Design priority_arbiter, sky130hd; sources not shown.
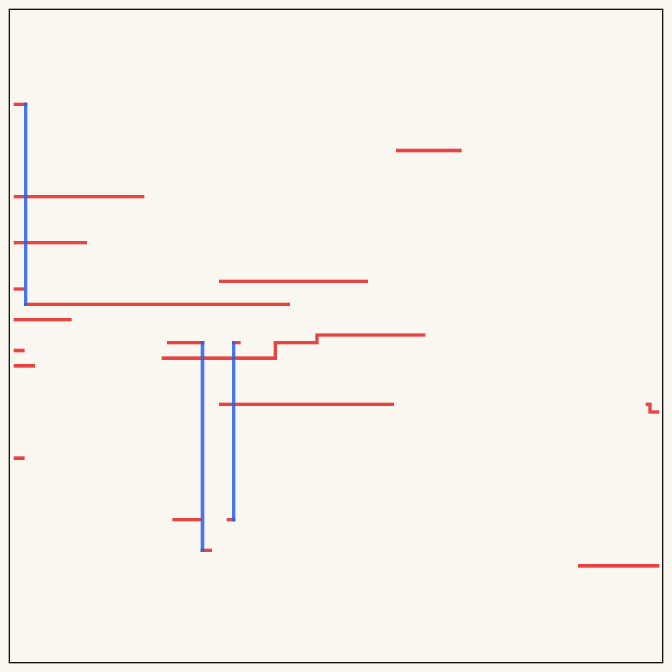
wires.png
Only two layers are drawn.
[red] metal 3 | wire length: 124 um
[blue] metal 4 | wire length: 51.7 um
WL/cell: 17.0 um
total number of vias: 1022

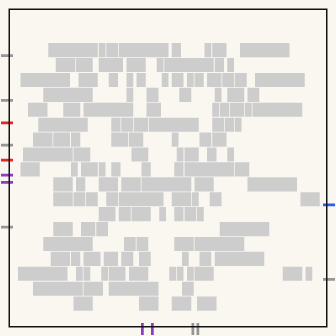
io_placement.png
Pins as bars across the die edge, other pins in gray.
[blue] `timeout` | pins: 1 | direction: output | edge: east
[purple] `req` | pins: 4 | direction: input | edge: 2 south, 2 west
[red] `gnt_id` | pins: 2 | direction: output | edge: west
# port buffers: 13
die x size: 57.6 um

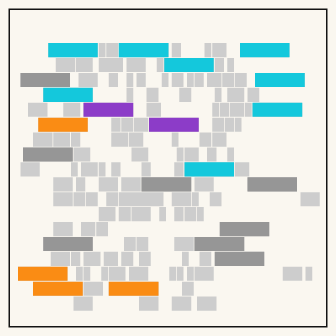
flops_by_reg.png
[orange] `gnt` | flops: 4 | where: south-west
[cyan] `hold_cnt_q` | flops: 8
[purple] `state_q` | flops: 2
not colored: 8
sequential cell area share: 39.8%
Sequential Power: 484 uW
register area: 551 um^2
Final Util: 48.5%

==> results_slide.txt <==
Implementation Results

Critical path
  – Crit end category: flip-flop
  – Crit path cell chain: or4_1 -> or4b_1 -> a311o_1
  – Critical Path RT: about 3000 ps
  – Max incr delay on CP: between 600 and 700 ps
  – Crit path kind: reg2reg
  – Flop2flop setup slack: ~530 ps
  – CP Depth: 3
  – CP max-delay cell: or4b_1
  – Setup crit start kind: flip-flop
  – Worst EP arrival: 2420 ps
  – CP max FO: 8
  – CP top delay family: simple AND/OR/NAND/NOR gates
  – Worst reg2reg path depth: 3
  – CP bufs+invs: 0

GRT
  – Met1 usage: approximately 28%
  – Busiest layer in global routing: met2
  – Gr ovfl total: 0
  – First-pass GRT wire length: roughly 5000 um
  – GR Util met3: 4.91%
  – Overall Global Routing Usage: slightly below 20%
  – Met2 Usage GRT: between 20% and 30%
  – Antenna violations before repair: 0
  – Vias in the first global route: between 1000 and 1500
  – Largest net degree at the start of global routing: 23

Synth
  – Mux frac, synth: 5.18%
  – Seq share, synth: 45.6%
  – Simple share: approximately 22%
  – XOR/XNOR Fraction of Synth Area: 0%
  – Synth Instances: 124
  – Comb area leader: AND-OR/OR-AND gates
  – Area fraction in compound gates: 22.2%
  – Synthesis area per yosys: around 0.0012 mm^2
  – Synthesized area: between 0.001 and 0.0015 mm^2
  – Syn_nets: between 100 and 150
  – Synth cell types: 40
  – Syn. warnings: 0
  – FFs w/ async S/R, synth: 100%
  – Synth Flop Type: dfrtp_1
  – Post-synth regs: 22
  – Adder-Cell Fraction of Synth Area: roughly 1.0%
  – Ys cells: around 120
  – Number of enable flip-flop cells: 0
  – Syn avg cell area: a little under 10 um^2

STA
  – Skew final: between 2 and 3 ps
  – Post-route setup TNS: 0 ps
  – Timing-limited maximum frequency: approximately 460 MHz
  – Tcrit/Tclk final: 80.5%
  – Final setup margin: around 530 ps
  – RSZ-0062 raised after global routing: no
  – Minimum clock period: 2180 ps
  – Least-Margin Pin Slew: 1210 ps
  – Final Setup Violations: 0
  – Max_slew headroom: approximately a fifth
  – Final Hold Vio Count: 0
  – Max-slew violations: 0

Drt
  – Antenna-violating nets left: 0
  – Drt total wl: ~2900 um
  – Metal2 WL: around 1300 um
  – Vias per cell: between 6 and 7
  – Met3 Wirelength: between 100 and 150 um
  – Top sig layer: met4
  – Initial DRC Count: 29
  – Met1 WL: around 1400 um
  – First-pass detailed-route iteration total: 8
  – Drc violations: 1

Finish
  – Non-filler cells, final: roughly 170
  – Combinational Gates: between 90 and 100
  – Antenna cell count: 0
  – Inverters: 5
  – Design area: between 0.001 and 0.0015 mm^2
  – Logic share of the area: 43.6%
  – Largest cell class: logic gates
  – Max FFs per register: 8
  – Flop Count: 22
  – Multi-input logic area: roughly 600 um^2
  – Non-clock buffers: 17
  – Layout fillers: 271
  – Share of post-route cells with drive strength above 1: under 10%
  – Clock-cell share of area: between 1 and 1.5%
  – Clkbuf count: 3
  – Layout Nets: around 150
  – Area growth, synth to finish: 14.5%
  – Non-clk buf share: 11.3%

Job
  – Tool Warnings: 26
  – Maxcap violations: 0

Place
  – Placed cell count: ~170
  – Place WS: 565 ps
  – Post-DP HPWL: 2070 um
  – Area after DPL: between 0.001 and 0.0015 mm^2
  – Global placer's final weighted congestion: around 0.84

Power and ir drop
  – Sw Pwr: just under 500 uW
  – Pwr dens: a little over 800 mW/mm^2
  – Power share of the clock group: 11.2%
  – Largest power group: combinational cells
  – Flop pwr share: between 40% and 50%
  – Peak supply drop: 0.497 mV
  – Internal power: around 660 uW
  – Combinational power share: 46.6%
  – Sw frac: between 40% and 50%
  – P_clk: about 130 uW
  – Comb group: ~540 uW
  – Pleak: about 0.00060 uW

Clock tree
  – # clock sinks: 22
  – Total CTS buffers: 3
  – Setup bufs post-CTS: 0
  – Number of H-tree levels: 1
  – Root Buffer: clkbuf_2
  – Max Root-Sink Buffers: 2
  – Post-CTS sizing: 0
  – CTS tree: done
  – Hold Buf Count CTS: 0
  – Clock transition at path regs: 200 ps
  – Clock Latency Late Sink: roughly 320 ps

Die
  – CORE AREA: ~0.0029 mm^2
  – Fp util: between 40% and 50%
  – Boundary pin count: 14
  – Row Count: 19
  – Die area: 0.00332 mm^2
  – # Taps: 31

Status
  – Failing checks: design-rule violations
  – Status: complete, but fails checks

Min path
  – WHS Path Cells: 1
  – Worst hold path type: reg2reg
## placed cells by master, fill, tap and decap left out, types with 2 or more instances in the layout
| cell | n |
|---|---|
| clkbuf_2 | 3 |
| a32o_1 | 2 |
| nor3_1 | 2 |
| dlygate4sd3_1 | 9 |
| a2bb2oi_1 | 2 |
| a21oi_1 | 3 |
| a31oi_1 | 5 |
| nor2_1 | 8 |
| clkdlybuf4s50_1 | 4 |
| a41oi_1 | 2 |
| o2bb2ai_1 | 4 |
| mux2i_1 | 4 |
| dfrtp_1 | 22 |
| inv_1 | 5 |
| o22ai_1 | 3 |
| and2_1 | 4 |
| nand3_1 | 5 |
| nand2b_1 | 4 |
| a311o_1 | 3 |
| buf_4 | 3 |
| nand2_1 | 14 |
| nor2b_1 | 5 |
| o211ai_1 | 3 |
| o21ai_0 | 2 |
## synthesized netlist by cell type (2+ instances only)
library cell,n,share of area (%)
nand2b_1,4,2.1
nor3_1,2,0.83
and2_1,4,2.1
nor2_1,8,2.5
a32o_1,2,1.7
mux2i_1,4,3.3
nand2_1,14,4.4
clkbuf_1,3,0.93
a41oi_1,2,1.5
a2bb2oi_1,2,1.5
o22ai_1,3,1.6
inv_1,5,1.6
a31oi_1,5,2.6
nor2b_1,5,2.6
nand3_1,5,2.1
o211ai_1,3,1.9
a311o_1,3,2.5
dfrtp_1,22,46
a21oi_1,3,1.2
o2bb2ai_1,4,2.9
o21ai_0,2,0.83
## per-stage QoR
stage | hold slack (ps) | total power [uW]
after floorplan | -24.6 | 820
after global placement | 509 | 1030
after detailed placement | 506 | 1040
after CTS | 248 | 1170
after global routing | 565 | 1220
final | 543 | 1150
## worst reg2reg max path, stage by stage, from the launching register on
cell,delay [ps]
dfrtp_1,490
or4_1,570
or4b_1,620
a311o_1,410
Power and IR drop assume default switching activity.
